run_1/wires.png
(12 px per um)
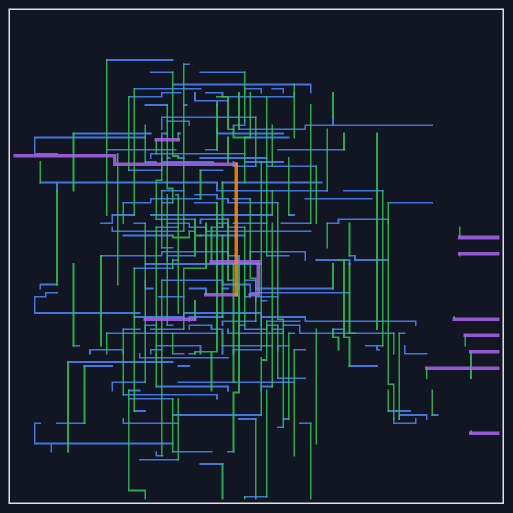
run_1/clk_routes.png
(6 px per um)
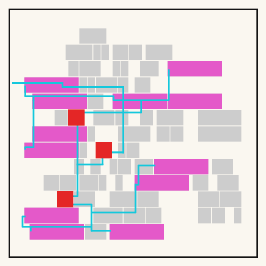
run_1/logic_types.png
(6 px per um)
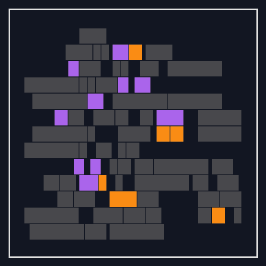
==> config.mk <==
export PLATFORM = sky130hd
export DESIGN_NAME = resource_scheduler
export DESIGN_NICKNAME = d
export VERILOG_FILES = /design/src/rtl/resource_sched_pkg.sv /design/src/rtl/resource_scheduler_rr_pick.sv /design/src/rtl/resource_scheduler.sv
export SDC_FILE = /design/constraint.sdc
export NUM_CORES = 1
export LEC_CHECK = 0
export CAP_MARGIN = 5
export CORE_MARGIN = 2
export CORE_UTILIZATION = 45
export CTS_CLUSTER_DIAMETER = 150
export DETAILED_ROUTE_END_ITERATION = 8
export PLACE_DENSITY = 0.76
export SLEW_MARGIN = 40
export SYNTH_ARGS = -nofsm -noshare
export SYNTH_HDL_FRONTEND = slang
export SYNTH_SLANG_ARGS = --single-unit
==> constraint.sdc <==
create_clock -name clk -period 2.8 [get_ports clk]
set_input_delay 0.56 -clock clk [delete_from_list [all_inputs] [get_ports clk]]
set_output_delay 0.56 -clock clk [all_outputs]
set_load 0.05 [all_outputs]
==> impl_metrics.csv, run 1 <==
group,metric,value,unit
timing,grt_setup_unrepaired,"false",
final_layout,buffer_area_share,16.1,%
setup_path,worstPathArrival,1.95,ns
timing,hold_slack,0.359,ns
final_layout,fin_nets,79,
timing,final-hold-violation-count,0,
yosys,common_cells,"dfrtp_1, nand2_1, nor2b_1",
yosys,synth_cell_type_count,31,
setup_path,crit_slowest_cell,"clkdlybuf4s50_1",
global_routing,use_met2,30.9,%
yosys,aoi_share,19.8,%
yosys,synth_warnings,0,
hold_path,hold_depth,0,
cts,cts_hold_buffers,0,
yosys,most_common_cell,"dfrtp_1",
global_routing,grtUsageMet1,23.8,%
hold_path,hold_path.class,"reg2reg",
final_layout,sh_seq_area,37.9,%
final_layout,clkCellAreaFrac,4.57,%
global_routing,use_met3,4.89,%
placement,dpl_cell_area,757,um^2
setup_path,path_buffers,1,
placement,dp_slack,0.326,ns
global_routing,grtUsageTotal,19.4,%
status,status,"finished, final reports clean",
global_routing,grt-ovfl-total,0,
placement,globalplace.congestion,0.830,
setup_path,end_kind,"output pin",
placement,io_buffers,11,
setup_path,critPathMaxStageDelay,0.71,ns
power,p_per_area,809,nW/um^2
setup_path,crit_type,"reg2out",
global_routing,grt_max_degree,13,
final_layout,diodes,0,
power,pg_seq,0.241,mW
timing,setup_tns,0,ns
power,p_leak,0.360,nW
floorplanning,coreArea,1280,um^2
power,pwr-share-seq,37.5,%
yosys,synth_area_per_cell,10.7,um^2
yosys,topCellsByArea,"dfrtp_1, nand2_1, ha_1",
timing,setup_viol,0,
power,power.group.top,"combinational logic",
yosys,ys_seq_share,48.6,%
power,power_switching,0.253,mW
yosys,yosys-stat-cells,58,
final_layout,finalCoreUtilization,61.7,%
floorplanning,io_pins,13,
cts,ctsLongestPathBuffers,2,
cts,cts_buffers,3,
timing,setup_ws,0.286,ns
final_layout,lay_top_cells,"dfrtp_1, nand2_1, clkdlybuf4s50_1, nor2b_1",
final_layout,largest_reg_flops,4,
floorplanning,die_h,41.1,um
yosys,simple_gate_share,21.5,%
yosys,yosysTopAreaCell,"dfrtp_1",
setup_path,crit_required,2.24,ns
cts,clock_sinks,12,
final_layout,nNonClkInverters,3,
placement,dp.cells,83,
cts,cts_htree_levels,1,
timing,final.period_utilization,89.8,%
route,vias,472,
cts,tritoncts,"built",
power,vdd_drop_max,0.562,mV
yosys,top_cell_area_share,48.6,%
global_routing,grt_pass1_vias,477,
cts,cts.clk_slew.worst_paths,0.07,ns
final_layout,top_area_cell_class,"sequential cells",
power,p_int,0.389,mW
timing,tightest_slew,0.538,ns
power,totalPowerFinal,0.642,mW
route,wl_met3,58,um
global_routing,grt-busiest-layer,"met2",
setup_path,crit_path_cell_trace,"or4_1 > clkdlybuf4s50_1",
yosys,synth-edff-count,0,
yosys,synthTopLogicFamily,"simple AND/OR/NAND/NOR gates",
route,viasPerCell,5.43,
setup_path,startpoint_type,"register",
setup_path,r2r_slack,0.79,ns
yosys,async_reset_ff_share,100,%
yosys,syn_area,618,um^2
setup_path,crit_cells,2,
final_layout,ff_count,12,
yosys,synthCells,58,
final_layout,comb_area,299,um^2
floorplanning,initCoreUtil,48.1,%
floorplanning,chip_area,1690,um^2
setup_path,reg2regPathDepth,8,
route,top_layer,"met4",
cts,cts_root_buf,"clkbuf_4",
route,firstDrtPassIters,4,
global_routing,antenna_found_initial,0,
setup_path,critical_path.top_delay_family,"buffers and inverters",
power,comb_power_share,41.1,%
timing,clock.fmax,398,MHz
final_layout,final_area,793,um^2
floorplanning,row_count,13,
final_layout,fillerInstances,110,
yosys,yosys.area_share.adder,4.05,%
final_layout,area_delta_synth_final,28.3,%
route,drc_errors,0,
job,max_cap_viol_count,0,
timing,period_minus_slack,2.51,ns
final_layout,clock_buffers,4,
yosys,ys_area,618,um^2
final_layout,num-nonclk-buffers,11,
power,sw_frac_of_total,39.4,%
cts,postCtsSetupRepairBufs,0,
yosys,ys.flops,12,
timing,slew_headroom,64.1,%
route,wl_met2,619,um
route,m1WireLength,591,um
yosys,fp_nets,64,
yosys,muxShareOfSynthArea,2.43,%
route,ant_nets,0,
power,pg_comb,0.264,mW
final_layout,logic_gate_count,42,
route,drtIter0Drc,11,
timing,drv_slew,0,
cts,cts_resized,0,
final_layout,seqCellArea,300,um^2
setup_path,critPathMaxFanout,6,
job,tool_warnings,27,
final_layout,drive_gt1_share,18.1,%
yosys,ys_sh_xor,0,%
global_routing,grt_pass1_wl,2080,um
yosys,flop_cell,"dfrtp_1",
placement,dp_hpwl,946,um
floorplanning,tap_cells,15,
floorplanning,die_x,41.1,um
-- wires.png (at the start) --
color	layer	wire length
blue	metal 1	591 um
purple	metal 3	58.0 um
orange	metal 4	10.9 um
green	metal 2	619 um
final WL: 1280 um
Avg WL per Cell: 14.7 um

-- clk_routes.png (at the start) --
[cyan] clock wires | length: 156 um
[red] clock drivers | count: 3
[magenta] flip-flops | count: 12
routed clock nets	4
clock share of power: 21.4%
Fin Clk Skew: 0.00227 ns
Clk. pwr: 0.137 mW
clk latency late pin: 0.27 ns

-- logic_types.png (at the start) --
color	family	cells	most used
orange	NOR gates	6	nor2b_1
purple	inverting AOI/OAI gates	10	o21ai_0
most numerous logic cell after layout: dfrtp_1
Layout Cells excl Fill: 87
combinational fraction of the cell area: 37.7%

==> inputs of run 2 (changes only) <==
--- a/config.mk
+++ b/config.mk
@@ -9,7 +9,9 @@
 export CORE_MARGIN = 2
 export CORE_UTILIZATION = 45
 export CTS_CLUSTER_DIAMETER = 150
+export CTS_CLUSTER_SIZE = 40
 export DETAILED_ROUTE_END_ITERATION = 8
+export HOLD_SLACK_MARGIN = 0.1
 export PLACE_DENSITY = 0.76
 export SLEW_MARGIN = 40
 export SYNTH_ARGS = -nofsm -noshare
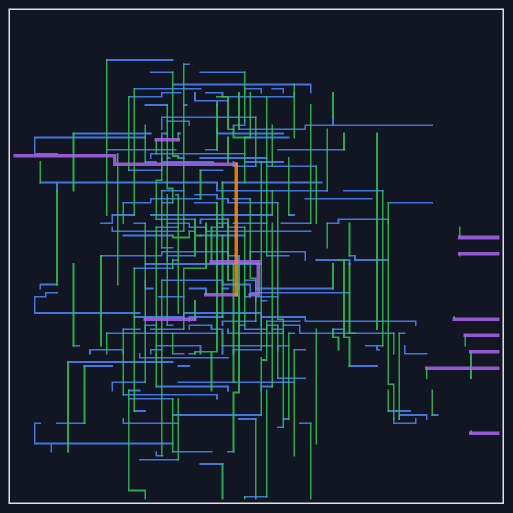
run_2/wires.png
(12 px per um)
color	layer	wire length
green	metal 2	619 um
purple	metal 3	58.0 um
blue	metal 1	591 um
orange	metal 4	10.9 um
Total GRT Usage: 19.4%
Vias: 472

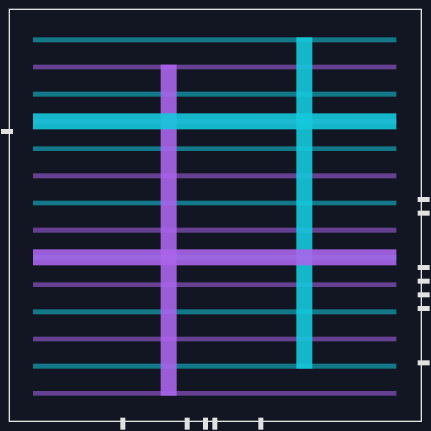
run_2/power_grid.png
(10 px per um) Pins as bars on the die edge.
color	net
purple	VSS
cyan	VDD
signal pins	13
rows	13
met1 rails	14
met5 straps	2
met4 straps	2
chip height: 41.1 um
Peak VDD IR: 0.562 mV
DIE WIDTH: 41.1 um
Core Region: 1280 um^2

==> impl_metrics.csv, run 2 <==
group,metric,value,unit
yosys,ys.flops,12,
yosys,syn_area,618,um^2
global_routing,grt_pass1_wl,2080,um
setup_path,critical_path.top_delay_family,"buffers and inverters",
placement,dp_hpwl,946,um
yosys,synth_cell_type_count,31,
final_layout,seqCellArea,300,um^2
yosys,synth_warnings,0,
final_layout,clock_buffers,4,
power,p_per_area,809,nW/um^2
route,viasPerCell,5.43,
yosys,ys_area,618,um^2
power,totalPowerFinal,0.642,mW
setup_path,worstPathArrival,1.95,ns
setup_path,crit_required,2.24,ns
hold_path,hold_path.class,"reg2reg",
yosys,aoi_share,19.8,%
timing,fin_worst_skew,0.00227,ns
power,pg_comb,0.264,mW
route,totalWireLength,1280,um
setup_path,crit_cells,2,
placement,dpl_cell_area,757,um^2
cts,cts_resized,0,
power,p_int,0.389,mW
placement,dp_slack,0.326,ns
power,pg_clk,0.137,mW
cts,cts_root_buf,"clkbuf_4",
setup_path,r2r_slack,0.79,ns
timing,final-hold-violation-count,0,
power,comb_power_share,41.1,%
route,top_layer,"met4",
cts,cts_buffers,3,
final_layout,lay_top_cells,"dfrtp_1, nand2_1, clkdlybuf4s50_1, nor2b_1",
route,firstDrtPassIters,4,
final_layout,sh_comb_area,37.7,%
timing,final.period_utilization,89.8,%
yosys,ys_sh_xor,0,%
global_routing,antenna_found_initial,0,
global_routing,grt_pass1_vias,477,
final_layout,largest_reg_flops,4,
final_layout,fillerInstances,110,
yosys,yosysTopAreaCell,"dfrtp_1",
status,status,"finished, final reports clean",
setup_path,crit_slowest_cell,"clkdlybuf4s50_1",
timing,setup_ws,0.286,ns
setup_path,end_kind,"output pin",
job,tool_warnings,27,
final_layout,nNonClkInverters,3,
cts,clock_sinks,12,
floorplanning,row_count,13,
final_layout,num-nonclk-buffers,11,
floorplanning,chip_area,1690,um^2
global_routing,grt-ovfl-total,0,
yosys,common_cells,"dfrtp_1, nand2_1, nor2b_1",
floorplanning,tap_cells,15,
route,wl_per_cell,14.7,um
final_layout,buffer_area_share,16.1,%
power,power.group.top,"combinational logic",
setup_path,startpoint_type,"register",
hold_path,hold_depth,0,
power,clockPowerShare,21.4,%
final_layout,ff_count,12,
yosys,flop_cell,"dfrtp_1",
power,power_switching,0.253,mW
placement,dp.cells,83,
timing,drv_slew,0,
power,pg_seq,0.241,mW
yosys,synthCells,58,
final_layout,sh_seq_area,37.9,%
global_routing,use_met3,4.89,%
setup_path,critPathMaxFanout,6,
timing,setup_tns,0,ns
yosys,yosys.area_share.adder,4.05,%
global_routing,grtUsageMet1,23.8,%
power,sw_frac_of_total,39.4,%
timing,clock.fmax,398,MHz
global_routing,use_met2,30.9,%
timing,tightest_slew,0.538,ns
yosys,most_common_cell,"dfrtp_1",
route,ant_nets,0,
route,wl_met2,619,um
cts,cts.clk_slew.worst_paths,0.07,ns
final_layout,logic_gate_count,42,
yosys,topCellsByArea,"dfrtp_1, nand2_1, ha_1",
final_layout,finalCoreUtilization,61.7,%
setup_path,path_buffers,1,
final_layout,comb_area,299,um^2
setup_path,critPathMaxStageDelay,0.71,ns
final_layout,area_delta_synth_final,28.3,%
yosys,muxShareOfSynthArea,2.43,%
floorplanning,io_pins,13,
timing,period_minus_slack,2.51,ns
timing,grt_setup_unrepaired,"false",
power,pwr-share-seq,37.5,%
cts,ctsLongestPathBuffers,2,
cts,clock_latency,0.27,ns
final_layout,fin_nets,79,
route,wl_met3,58,um
cts,tritoncts,"built",
cts,cts_htree_levels,1,
timing,slew_headroom,64.1,%
cts,cts_hold_buffers,0,
yosys,fp_nets,64,
placement,io_buffers,11,
final_layout,fin_cells,87,
route,drc_errors,0,
final_layout,drive_gt1_share,18.1,%
yosys,top_cell_area_share,48.6,%
global_routing,grt-busiest-layer,"met2",
yosys,yosys-stat-cells,58,
floorplanning,initCoreUtil,48.1,%
setup_path,crit_type,"reg2out",
global_routing,grt_max_degree,13,
yosys,synth_area_per_cell,10.7,um^2
final_layout,lay_top_count,"dfrtp_1",
setup_path,crit_path_cell_trace,"or4_1 > clkdlybuf4s50_1",
timing,setup_viol,0,
route,drtIter0Drc,11,
yosys,synth-edff-count,0,
power,p_leak,0.360,nW
route,m1WireLength,591,um
final_layout,top_area_cell_class,"sequential cells",
Power and IR drop assume default switching activity.
